## src/rtl/sa_result_writer.sv

```systemverilog
// ---------------------------------------------------------------------------
// sa_result_writer
//
// Sink side of the systolic tile-output stream. Quantized int8 result rows
// (N bytes each) arrive one per active in_wen_n cycle. Each row's
// tile-local index is remapped to a global row-major word address. The row
// is buffered in a small FIFO and written to the result SRAM as one 64-bit
// word whenever the SRAM port is granted. done pulses once after the final
// word of a job has landed.
//
// Parameters
//   N        array dimension; bytes per row word (N*8 must equal 64)
//   FIFO_D   buffer depth in rows (power of two, >= 2)
//
// Optional build macro
//   SA_RESULT_RELU_EN  when defined, each byte is treated as signed int8 and
//                      negative bytes are written as 8'h00 (applied at push).
//                      When undefined, bytes pass through unchanged.
//
// Ports
//   clk          in   1     clock
//   rst_n        in   1     asynchronous active-low reset
//   start        in   1     1-cycle pulse that begins a job (IDLE only)
//   row_shape    in   8     row tiles; rows per job = N*row_shape (>= 1)
//   col_shape    in   8     col tiles; 64-bit words per output row (>= 1)
//   in_wen_n     in   1     active-low: in_data/in_waddr valid this cycle
//   in_waddr     in   12    tile-local row index (low $clog2(N) bits used)
//   in_data      in   N*8   result row, byte i = tile column i
//   sram_ready   in   1     SRAM port granted this cycle
//   sram_wen_n   out  1     active-low write strobe (registered)
//   sram_waddr   out  12    global word address (registered)
//   sram_wdata   out  64    write data (registered)
//   busy         out  1     high while the job is in RUN or FLUSH
//   done         out  1     1-cycle pulse after the final SRAM write
//   err          out  2     sticky: [0] overflow, [1] row-order mismatch
//
// Handshake semantics
//   Input side: a row is offered whenever in_wen_n=0. There is no ready
//   back to the producer; rows offered while the FIFO is full (and nothing
//   pops that cycle) are dropped and flagged in err[0]. Rows offered
//   outside RUN are silently ignored.
//   SRAM side: when the FIFO holds a row and sram_ready=1 in a cycle, that
//   row is popped at the clock edge and presented on the registered
//   sram_* outputs with sram_wen_n=0 for the following cycle. With
//   sram_ready=0 the FIFO holds and sram_wen_n is 1 the following cycle.
// ---------------------------------------------------------------------------
module sa_result_writer #(
    parameter int N      = 8,
    parameter int FIFO_D = 4
) (
    input  logic             clk,
    input  logic             rst_n,
    input  logic             start,
    input  logic [7:0]       row_shape,
    input  logic [7:0]       col_shape,
    input  logic             in_wen_n,
    input  logic [11:0]      in_waddr,
    input  logic [N*8-1:0]   in_data,
    input  logic             sram_ready,
    output logic             sram_wen_n,
    output logic [11:0]      sram_waddr,
    output logic [63:0]      sram_wdata,
    output logic             busy,
    output logic             done,
    output logic [1:0]       err
);

    localparam int DW = N * 8;
    localparam int RW = (N > 1) ? $clog2(N) : 1;
    localparam int PW = (FIFO_D > 1) ? $clog2(FIFO_D) : 1;
    localparam int CW = PW + 1;

    typedef enum logic [1:0] {
        S_IDLE  = 2'd0,
        S_RUN   = 2'd1,
        S_FLUSH = 2'd2,
        S_DONE  = 2'd3
    } state_t;

    // -----------------------------------------------------------------------
    // State
    // -----------------------------------------------------------------------
    state_t          state_q;
    logic [RW-1:0]   r_q;          // row within the current tile
    logic [7:0]      col_t_q;      // column tile index
    logic [7:0]      row_t_q;      // row tile index
    logic [1:0]      err_q;
    logic            busy_q;
    logic            done_q;

    // FIFO storage: address and data travel together
    logic [11:0]     addr_mem [FIFO_D];
    logic [DW-1:0]   data_mem [FIFO_D];
    logic [PW-1:0]   wr_ptr_q;
    logic [PW-1:0]   rd_ptr_q;
    logic [CW-1:0]   count_q;

    // Registered SRAM write port
    logic            wen_n_q;
    logic [11:0]     waddr_q;
    logic [DW-1:0]   wdata_q;

    // -----------------------------------------------------------------------
    // Combinational control
    // -----------------------------------------------------------------------
    logic            in_valid;
    logic            fifo_full;
    logic            fifo_empty;
    logic            pop;
    logic            push;
    logic            overflow;
    logic            order_err;
    logic            r_last;
    logic            col_last;
    logic            row_last;
    logic            last_row;

    logic [RW-1:0]   r_d;
    logic [7:0]      col_t_d;
    logic [7:0]      row_t_d;

    logic [19:0]     grow;         // global row = row_t*N + r
    logic [11:0]     push_addr;
    logic [DW-1:0]   push_data;

    // Upper in_waddr bits carry no meaning here; folded into a named sink.
    logic            unused_waddr_bits;
    assign unused_waddr_bits = ^in_waddr[11:RW];

    assign in_valid   = (state_q == S_RUN) && !in_wen_n;
    assign fifo_full  = (count_q == CW'(FIFO_D));
    assign fifo_empty = (count_q == '0);

    // The pop decision is independent of the push, so a full FIFO that is
    // draining this cycle still accepts the incoming row.
    assign pop        = !fifo_empty && sram_ready;
    assign push       = in_valid && (!fifo_full || pop);
    assign overflow   = in_valid && fifo_full && !pop;
    assign order_err  = in_valid && (in_waddr[RW-1:0] != r_q);

    assign r_last     = (r_q == RW'(N - 1));
    assign col_last   = (col_t_q == (col_shape - 8'd1));
    assign row_last   = (row_t_q == (row_shape - 8'd1));
    assign last_row   = in_valid && r_last && col_last && row_last;

    // Tile counters: r runs fastest, then column tile, then row tile.
    always_comb begin
        r_d     = r_q + RW'(1);
        col_t_d = col_t_q;
        row_t_d = row_t_q;
        if (r_last) begin
            r_d = '0;
            if (col_last) begin
                col_t_d = '0;
                row_t_d = row_t_q + 8'd1;
            end else begin
                col_t_d = col_t_q + 8'd1;
            end
        end
    end

    // Global row-major word address, wrapped into the 12-bit SRAM space.
    always_comb begin
        grow      = 20'(row_t_q) * 20'(N) + 20'(r_q);
        push_addr = 12'(grow * 20'(col_shape) + 20'(col_t_q));
    end

    // Byte lanes keep their order: byte i of in_data lands in bits 8i+7:8i.
    always_comb begin
        push_data = in_data;
`ifdef SA_RESULT_RELU_EN
        for (int i = 0; i < N; i++) begin
            if (in_data[8*i+7]) begin
                push_data[8*i +: 8] = 8'h00;
            end
        end
`endif
    end

    // -----------------------------------------------------------------------
    // FIFO storage (no reset needed: occupancy is tracked by count_q)
    // -----------------------------------------------------------------------
    always_ff @(posedge clk) begin
        if (push) begin
            addr_mem[wr_ptr_q] <= push_addr;
            data_mem[wr_ptr_q] <= push_data;
        end
    end

    // -----------------------------------------------------------------------
    // FIFO pointers and registered SRAM port
    // -----------------------------------------------------------------------
    always_ff @(posedge clk or negedge rst_n) begin
        if (!rst_n) begin
            wr_ptr_q <= '0;
            rd_ptr_q <= '0;
            count_q  <= '0;
            wen_n_q  <= 1'b1;
            waddr_q  <= '0;
            wdata_q  <= '0;
        end else begin
            if (push) begin
                wr_ptr_q <= wr_ptr_q + PW'(1);
            end
            if (pop) begin
                rd_ptr_q <= rd_ptr_q + PW'(1);
            end
            case ({push, pop})
                2'b10:   count_q <= count_q + CW'(1);
                2'b01:   count_q <= count_q - CW'(1);
                default: count_q <= count_q;
            endcase

            wen_n_q <= !pop;
            if (pop) begin
                waddr_q <= addr_mem[rd_ptr_q];
                wdata_q <= data_mem[rd_ptr_q];
            end
        end
    end

    // -----------------------------------------------------------------------
    // Job FSM with registered busy/done/err
    // -----------------------------------------------------------------------
    always_ff @(posedge clk or negedge rst_n) begin
        if (!rst_n) begin
            state_q <= S_IDLE;
            r_q     <= '0;
            col_t_q <= '0;
            row_t_q <= '0;
            err_q   <= '0;
            busy_q  <= 1'b0;
            done_q  <= 1'b0;
        end else begin
            done_q <= 1'b0;
            unique case (state_q)
                S_IDLE: begin
                    if (start) begin
                        state_q <= S_RUN;
                        r_q     <= '0;
                        col_t_q <= '0;
                        row_t_q <= '0;
                        err_q   <= '0;
                        busy_q  <= 1'b1;
                    end
                end
                S_RUN: begin
                    // Counters advance on every offered row, dropped or not,
                    // so the job length is fixed by the shape alone.
                    if (in_valid) begin
                        r_q     <= r_d;
                        col_t_q <= col_t_d;
                        row_t_q <= row_t_d;
                        err_q   <= err_q | {order_err, overflow};
                        if (last_row) begin
                            state_q <= S_FLUSH;
                        end
                    end
                end
                S_FLUSH: begin
                    // Wait until the buffer is drained and the last strobe
                    // has left the output register.
                    if (fifo_empty && wen_n_q) begin
                        state_q <= S_DONE;
                        busy_q  <= 1'b0;
                        done_q  <= 1'b1;
                    end
                end
                S_DONE: begin
                    state_q <= S_IDLE;
                end
                default: begin
                    state_q <= S_IDLE;
                end
            endcase
        end
    end

    // -----------------------------------------------------------------------
    // Outputs
    // -----------------------------------------------------------------------
    assign sram_wen_n = wen_n_q;
    assign sram_waddr = waddr_q;
    assign sram_wdata = wdata_q;
    assign busy       = busy_q;
    assign done       = done_q;
    assign err        = err_q;

endmodule

```

## config.mk

```make
export PLATFORM = sky130hd
export DESIGN_NAME = sa_result_writer
export DESIGN_NICKNAME = d
export VERILOG_FILES = /design/src/rtl/sa_result_writer.sv
export SDC_FILE = /design/constraint.sdc
export NUM_CORES = 1
export LEC_CHECK = 0
export CORE_UTILIZATION = 30
export CTS_CLUSTER_SIZE = 25
export DETAILED_ROUTE_END_ITERATION = 8
export SETUP_SLACK_MARGIN = 0.3
export SLEW_MARGIN = 40
export SYNTH_ARGS = -nofsm -noshare
export SYNTH_HDL_FRONTEND = slang
export SYNTH_SLANG_ARGS = --single-unit
```

## constraint.sdc

```tcl
create_clock -name clk -period 4.65 [get_ports clk]
set_input_delay 0.465 -clock clk [delete_from_list [all_inputs] [get_ports clk]]
set_output_delay 0.465 -clock clk [all_outputs]
set_load 0.1 [all_outputs]
```

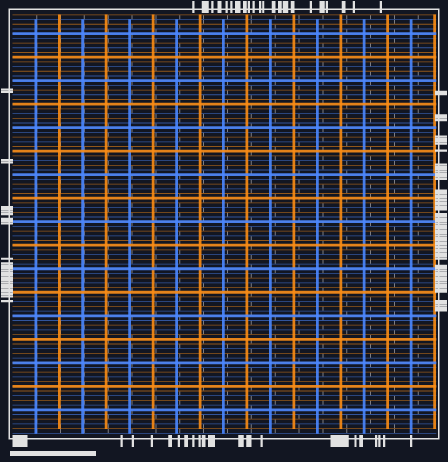
**Above:** run 1 (supply network).
Scale bar: 50 um. Pins as bars on the die edge. Tap cells in grey.
Key: orange = VDD; blue = VSS
178 signal pins sit on the boundary. 18 straps on met4.

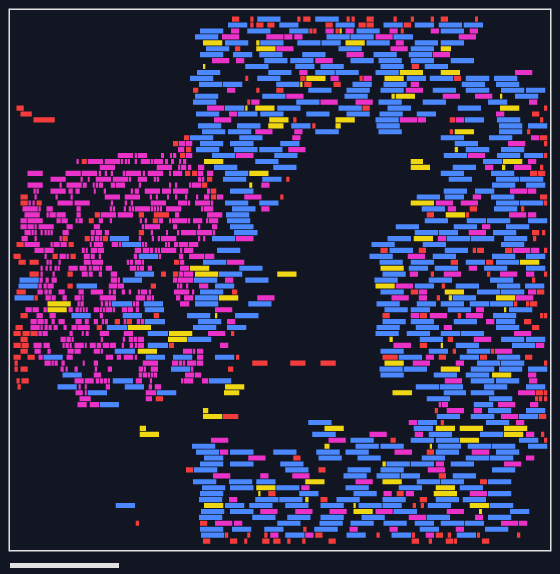
**Above:** run 1 (cells coloured by class).
Scale bar: 50 um.
Key: magenta = combinational and other logic [cells 606]; blue = sequential cells [cells 413]; red = remaining buffers and delay cells [cells 218]; yellow = clock drivers and dummy loads [cells 85]
final std cell area, no fill: 22,300 um^2
post-layout util: 37.6%
flop share of the area: 53.2%
row cnt: 89

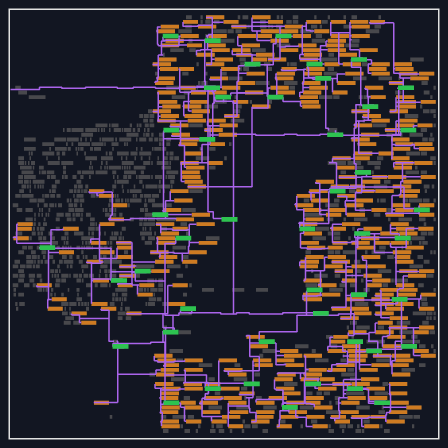
**Above:** run 1 (clock distribution).
Key: green = clock drivers [count 46]; purple = clock wires [length 5,400 um]; orange = flip-flops [count 413]
There are 47 routed clock nets.

[run 1: synth_stat cells (2+ instances only)]
master / instances
fa_1: 44
edfxtp_1: 304
mux2_2: 76
nand4_1: 5
and2_1: 29
ha_1: 38
a221o_1: 2
nor4_1: 3
dfrtp_1: 108
and4_1: 4
buf_2: 10
and3_1: 3
mux2i_1: 3
nor2b_1: 2
o21bai_1: 2
o21ai_1: 2
a21oi_1: 20
inv_1: 82
o21ai_0: 9
nand2b_1: 3
buf_1: 10
clkbuf_1: 26
nand3_1: 17
o31ai_1: 3
nor3_1: 8
a31oi_1: 3
xor2_1: 16
mux4_2: 76
a21o_1: 6
and3_2: 2
nand2_1: 59
a22o_1: 4
nor2_1: 30
xnor2_1: 38
==> qor.txt, run 1 <==
status - complete, but fails checks
Seq power - 5.41 mW
DR WL/cell - 18.0 um
Core ar. - 59,400 um^2
drt pass-1 iters - 7
tool warnings - 41
Post-Synthesis Cell Area - 18,100 um^2
cells after synthesis - 1,067
worst-skew pair later-pin latency - 570 ps
Flop pwr share - 33.7%
CP Depth - 14
Layout non-clock buf frac - 7.90%
Comb area share - 25.8%
nature of the critical path endpoint - flop
routability cong. - 0.784
crit path kind - input pin to flop
Simple Share, Synth - 4.79%
Post-Syn Area per Cell - 17.0 um^2
Yosys chip area - 18,100 um^2
synth top area cells - edfxtp_1, dfrtp_1, mux4_2
Top Consumer - combinational cells
Synth area leader - edfxtp_1
post-CTS setup buffers - 0
most numerous logic cell after layout - edfxtp_1
Worst-path clk slew - 60 ps
IO Pins - 178
# fillers - 5,568
Power Internal - 9.49 mW
Die Area - 61,300 um^2
slowest CP cell - clkdlybuf4s50_1
drt drc - 30
Synth top area share - 50.4%
most frequent cells in the layout - edfxtp_1, dfrtp_1, clkdlybuf4s50_1, inv_1, buf_2
antenna-violating nets left - 0
CP delay by family, top - adder cells
Root Buffer - clkbuf_16
Final Slew Violations - 0
total of max-cap violations - 0
largest net degree at the start of global routing - 85
Synth cell types - 54
Synth Seq Share - 65.5%
inverter count - 82
number of clock sinks - 413
final setup vio count - 0
yosys adder share - 7.49%
RSZ-0062 raised after global routing - no
Psw - 6.58 mW
Pwr Total - 16.1 mW
worst path bufs/invs - 3
Comb power frac - 42.1%
Critical Path Start Type - input pin
Final nets - 1,464
# placed instances - 2,000
FF+latch area - 11,900 um^2
final hold slack - 393 ps
Combinational Gates - 524
Vias - 9,616
Async S/R FF share, synth - 26.4%
total of warnings raised by yosys - 0
global route overflow - 0
failing checks - DRC
crit path DRT - 4970 ps
WL met1 - 16,800 um
Crit. Startpoint - col_shape[3]
**Run 1: wiring by layer**

Scale bar: 50 um. Two of the layers only.
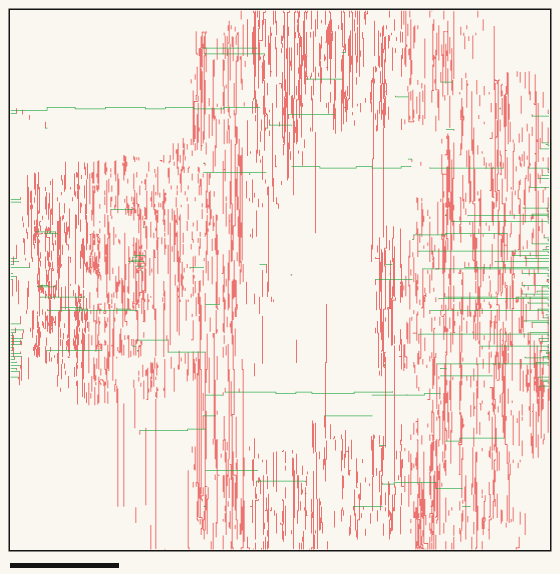

--- run 2 (diff from run 1) ---
MAX_ROUTING_LAYER = met4   (was not set)
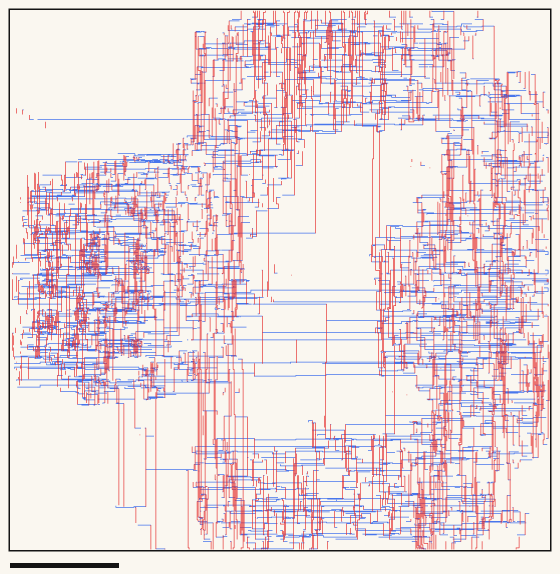
**Above:** run 2 (wiring by layer).
Scale bar: 50 um. Two of the layers only.
Key: red = metal 2 [wire length 18,400 um]; blue = metal 1 [wire length 16,800 um]
DR WL/cell: 18.1 um
GR Util All Layers: 13.1%
WL final: 37,800 um

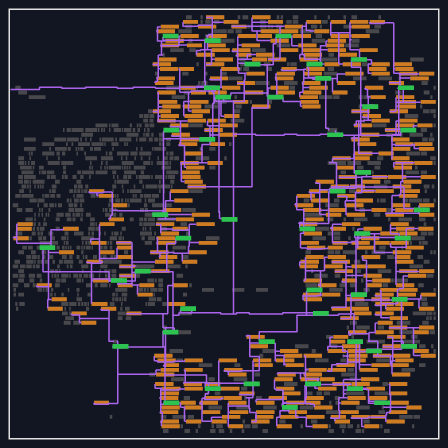
**Above:** run 2 (clock distribution).
Key: green = clock drivers [count 46]; orange = flip-flops [count 413]; purple = clock wires [length 5,400 um]
There are 47 routed clock nets.
Clock power frac: 24.3%
clock-net power: 3.90 mW

==> run 2 against run 1 <==
The flow still finishes with violations (DRC). Die area unchanged. Core utilization hardly changed. First-iteration DRC count rose by 0.75%. Sequential share of layout area barely moved. Area after synthesis unchanged. Clock skew hardly changed. Register-to-register slack hardly changed. Routed wire length is essentially flat. Count of clock-buffer cells in the layout stayed put. Largest cell class unchanged. Largest power group unchanged.
==> qor.txt, run 2 <==
status - complete, but fails checks (unchanged)
failing checks - DRC (unchanged)
nature of the critical path endpoint - flop (unchanged)
total of max-cap violations - 0 (unchanged)
Comb power frac - 42.1% (about the same)
Pwr Total - 16.1 mW (about the same)
Flop pwr share - 33.7% (about the same)
Root Buffer - clkbuf_16 (unchanged)
global route overflow - 0 (unchanged)
RR Startpoint - col_t_q[6] (was row_t_q[1])
crit path DRT - 4970 ps (about the same)
worst-skew pair later-pin latency - 570 ps (about the same)
largest net degree at the start of global routing - 85 (unchanged)
crit path kind - input pin to flop (unchanged)
Psw - 6.58 mW (about the same)
# Cells Yosys - 1,067 (unchanged)
Data arrival, critical path - 4430 ps (about the same)
Critical Path Start Type - input pin (unchanged)
RSZ-0062 raised after global routing - no (unchanged)
Worst-path clk slew - 60 ps (about the same)
Post-Syn Area per Cell - 17.0 um^2 (unchanged)
synth top area cells - edfxtp_1, dfrtp_1, mux4_2 (unchanged)
Die Width - 248 um (unchanged)
Synth top cell by count - edfxtp_1 (unchanged)
Vias - 9,618 (was 9,616)
Power Internal - 9.49 mW (about the same)
Synth Seq Share - 65.5% (unchanged)
top cells by count, synth - edfxtp_1, dfrtp_1, inv_1 (unchanged)
post-layout util - 37.6% (about the same)
Async S/R FF share, synth - 26.4% (unchanged)
routability cong. - 0.795 (was 0.784)
max reg flops - 256 (unchanged)
cells after synthesis - 1,067 (unchanged)
# placed instances - 2,000 (unchanged)
Final Hold Fails - 0 (unchanged)
yosys adder share - 7.49% (unchanged)
Core ar. - 59,400 um^2 (unchanged)
Detailed Place HPWL - 23,300 um (unchanged)
drt pass-1 iters - 9 (was 7)
final hold slack - 390 ps (was 393 ps)
Final Slew Violations - 0 (unchanged)
Synth cell types - 54 (unchanged)
slowest CP cell - clkdlybuf4s50_1 (unchanged)
CP delay by family, top - adder cells (unchanged)
Crit. Startpoint - col_shape[3] (unchanged)
Synth area leader - edfxtp_1 (unchanged)
post-CTS setup buffers - 0 (unchanged)
Yosys chip area - 18,100 um^2 (unchanged)
Top Consumer - combinational cells (unchanged)
Simple Share, Synth - 4.79% (unchanged)
CP Depth - 14 (unchanged)
Synth top area share - 50.4% (unchanged)
number of clock sinks - 413 (unchanged)
Final nets - 1,464 (unchanged)
final setup vio count - 0 (unchanged)
Die Area - 61,300 um^2 (unchanged)
final std cell area, no fill - 22,300 um^2 (about the same)
most numerous logic cell after layout - edfxtp_1 (unchanged)
MUX share of area - 14.4% (unchanged)
Top logic family - multiplexers (unchanged)
drt drc - 15 (was 30)
row cnt - 89 (unchanged)
IO Pins - 178 (unchanged)
Post-Synthesis Cell Area - 18,100 um^2 (unchanged)
total of warnings raised by yosys - 0 (unchanged)
Seq power - 5.41 mW (about the same)
[run 2: cell types whose count changed in the layout (fill, tap and decap cells not counted)]
cell | previous run | this run
diode_2 | 4 | 1
[run 2: final cells by class]
type | instances | area [um^2]
fill | 5569 | 37100
sequential | 413 | 11900
multi-input combinational | 524 | 5750
timing repair buffer | 218 | 1760
clock buffer | 51 | 1180
tap | 773 | 967
clock inverter | 34 | 464
inverter | 82 | 308
antenna | 1 | 2.50
[run 2: metal layers]
layer | global-route usage, % | vias to the layer above | wire, um
met5 | - | - | 0
met4 | 3.36 | 0 | 729
met3 | 2.35 | 59 | 1880
met2 | 21.6 | 199 | 18400
met1 | 16.6 | 4970 | 16800
li1 | - | 4390 | -
Power is estimated from default activity; no workload was simulated.
